### The metal 1 layer

Scale bar: 50 microns.
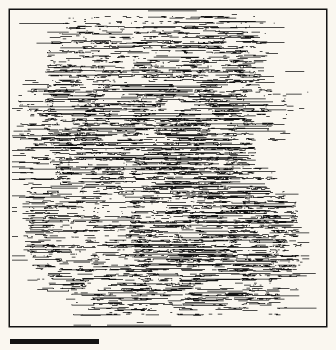
### Met2 routing

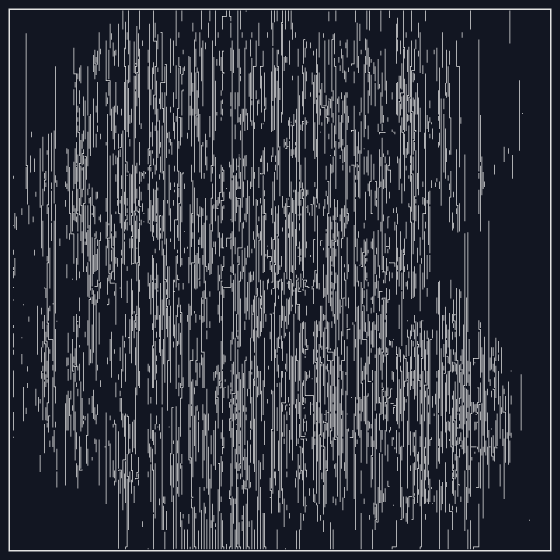
### Met3 routing

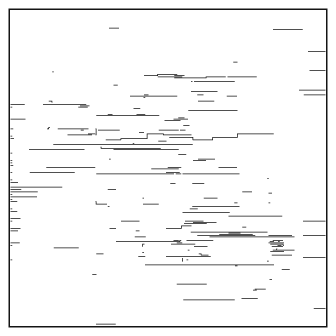
### Routing congestion map

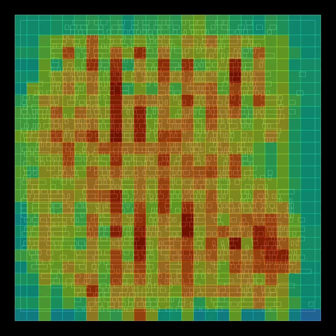
Design fp_mul_booth_seq, sky130hd; sources not shown.
==> git commit body <==
Store results of the implementation flow

- Number of cells in Yosys stat: approximately 1,300
* Cell repeated most along the worst path: o21ai_1
- Number of instances in the synthesized netlist: 1,283
* Fraction of synthesis flops using an asynchronous set or reset pin: 100%
- Per the OpenROAD timing report, the critical path contains 21 cells.
- Setup repair after global routing left no endpoint under its margin.
- In this run, synthesis inferred 0 flip-flops with an integrated enable.
* Die extent in x: 177 microns
- Hold is met by slightly below 0.5 ns.
- The flow ran to the end, and the final reports show no timing, DRC or antenna violations.
- The longest incremental delay of any stage on the critical path is reported as approximately 0.66 ns.
- In the placement report, post-DP HPWL is listed as just under 30,000 microns.
- Hold repair after CTS inserted 0 buffers.
- Placer's final routability congestion estimate: a little under 1
* Synthesized netlist net count: roughly 1,400
* Cell Chain, Critical Path: or4_4 -> or4_4 -> a221o_1 -> and3_1 -> a22oi_1 -> o21ai_1 -> o21ai_1 -> a21oi_1 -> o21ai_1 -> nor2_1 -> ha_1 -> and3_1 -> and4_1 -> nand2_1 -> a2111oi_0 -> or3_1 -> nor2b_1 -> o31a_1 -> o311ai_1 -> xnor2_1 -> o21ai_0
- In the final report, the number of endpoints failing setup comes to 0.
- Worst clock skew on the final layout: 0.0196 ns
- For this run, the number of Yosys warnings is 0.
* Data required time of the critical path: 6.92 ns
- Die Y-Extent: about 180 microns
- Buffers from clock root to sink, at most: 2
- Note that the worst hold path type here is reg -> reg.
- Final worst-path setup slack: about 0.49 ns
- The slowest stage of the critical path is the or4_4 cell.
- Count of placed standard cells including taps: 1,725
- The core region is ~29,000 sq um.
- Flip-flop and latch count after synthesis: 104
* Starting DRT DRC Count: 846
- Count of antenna-violating nets left after detailed routing: 0
* Critical path capture point type: flop
- Checking max transition, the worst relative margin is 25.0%.
- Buffering stage count on the worst path with inverters included: 0
- Count of buffers added by post-CTS timing repair for setup: 0
* Non-Filler Instances: about 1,700
- The first global-routing pass estimated 61,500 microns of wire.
- The global route stage reports its total congestion overflow as 0.
- Synth top cells by count: nand2_1, o21ai_0, dfrtp_1, nor2_1, a21oi_1
- Looking at the worst setup and hold paths, the clock pins of their registers show a slew of approximately 0.09 ns.
- Seq share, synth: 26.1%
- Post-route clock period utilization: between 90% and 100%
- Yosys reports a chip area of 9960 sq um.
* Starting Density: roughly a third
* Insertion delay at the late pin of the worst-skew pair: approximately 0.38 ns
* Number of search-and-repair iterations in the first detailed-routing pass: 5
- For the final routed database, the setup TNS stands at 0 ns.
* Placed cell areas: 11,500 sq um
- Max-slew violation count: 0
- The main area contributors are dfrtp_1, ha_1, o21ai_0.
- Fraction of final layout cells with drive strength greater than 1: 6.04%
* Via count of the first global-routing pass: 10,500
- The share of synthesized area in the top cell type comes to 26.1%.
* Worst-margin pin slew: ~1.1 ns
* Cell family with the largest share of critical-path delay: AND-OR/OR-AND gates
- Combined area of all synthesized cells: 9960 sq um
* Count of unresolved DRC violations after routing: 0
## Picture notes: 'The metal 1 layer'
The layer holds 46% of the routed length. 1,392 nets have wire on it.
drt total wl: 39,000 microns
vias after detailed routing: 10,400
GR Util met1: 34.9%

## Picture notes: 'Met2 routing'
The layer carries 18,400 microns of wire. The longest straight run is 54.4 microns.
GR Layer Usage met2: 40.4%

## Picture notes: 'Met3 routing'
The longest straight run is 78.0 microns. The wires run mostly horizontal. The layer carries 1,810 microns of wire.
met3 usage: 2.77%

## Picture notes: 'Routing congestion map'
share of the core filled with cells: 41.2%
global router's overall resource usage: 24.7%

==> cell type report <==
class / instances / area, sq um
timing repair buffer: 150 / 1420
clock inverter: 7 / 96.3
fill: 3450 / 16900
inverter: 39 / 146
multi-input combinational: 1048 / 6870
clock buffer: 9 / 225
tap: 384 / 480
sequential: 104 / 2600
==> cells by family after synthesis <==
group / after synthesis / synth area share, %
compound gates: 440 / 29.1
xor+xnor: 56 / 4.92
fa+ha+maj: 61 / 7.74
buf+inv: 131 / 5.07
flops: 104 / 26.1
mux: 40 / 4.40
simple gates: 451 / 22.6
==> metal layers <==
metal  wire length [microns]  vias up  GRT usage (%)
li1                        -     4867              -
met1                   18100     5196           34.9
met2                   18400      276           40.4
met3                    1810       44           2.77
met4                     679        0           5.89
met5                       0        -              0
==> worst reg2reg max path: stages, from the launching register on <==
cell and delay [ns]:
dfrtp_1 0.48, or4_4 0.67, or4_4 0.54, a221o_1 0.33, and3_1 0.19, a22oi_1 0.15
o21ai_1 0.13, o21ai_1 0.22, a21oi_1 0.16, o21ai_1 0.27, nor2_1 0.11, ha_1 0.40
and3_1 0.23, and4_1 0.32, nand2_1 0.09, a2111oi_0 0.47, or3_1 0.25, nor2b_1 0.09
o31a_1 0.33, o311ai_1 0.39, xnor2_1 0.16, o21ai_0 0.08
==> cell usage in the layout, fill, tap and decap left out, types with 12 or more instances in the layout <==
cell / n
a21o_1: 24
buf_4: 32
o31ai_1: 15
a21oi_1: 94
clkdlybuf4s50_1: 118
nor3_1: 21
ha_1: 60
o21a_1: 12
a31oi_1: 19
nand2_1: 125
a22o_1: 18
and3_1: 29
mux2i_1: 28
xnor2_1: 34
nand3_1: 47
inv_1: 36
o22ai_1: 13
a221o_1: 26
xor2_1: 22
nand4_1: 16
nor2_1: 96
and2_1: 51
o21ai_0: 116
dfrtp_1: 104
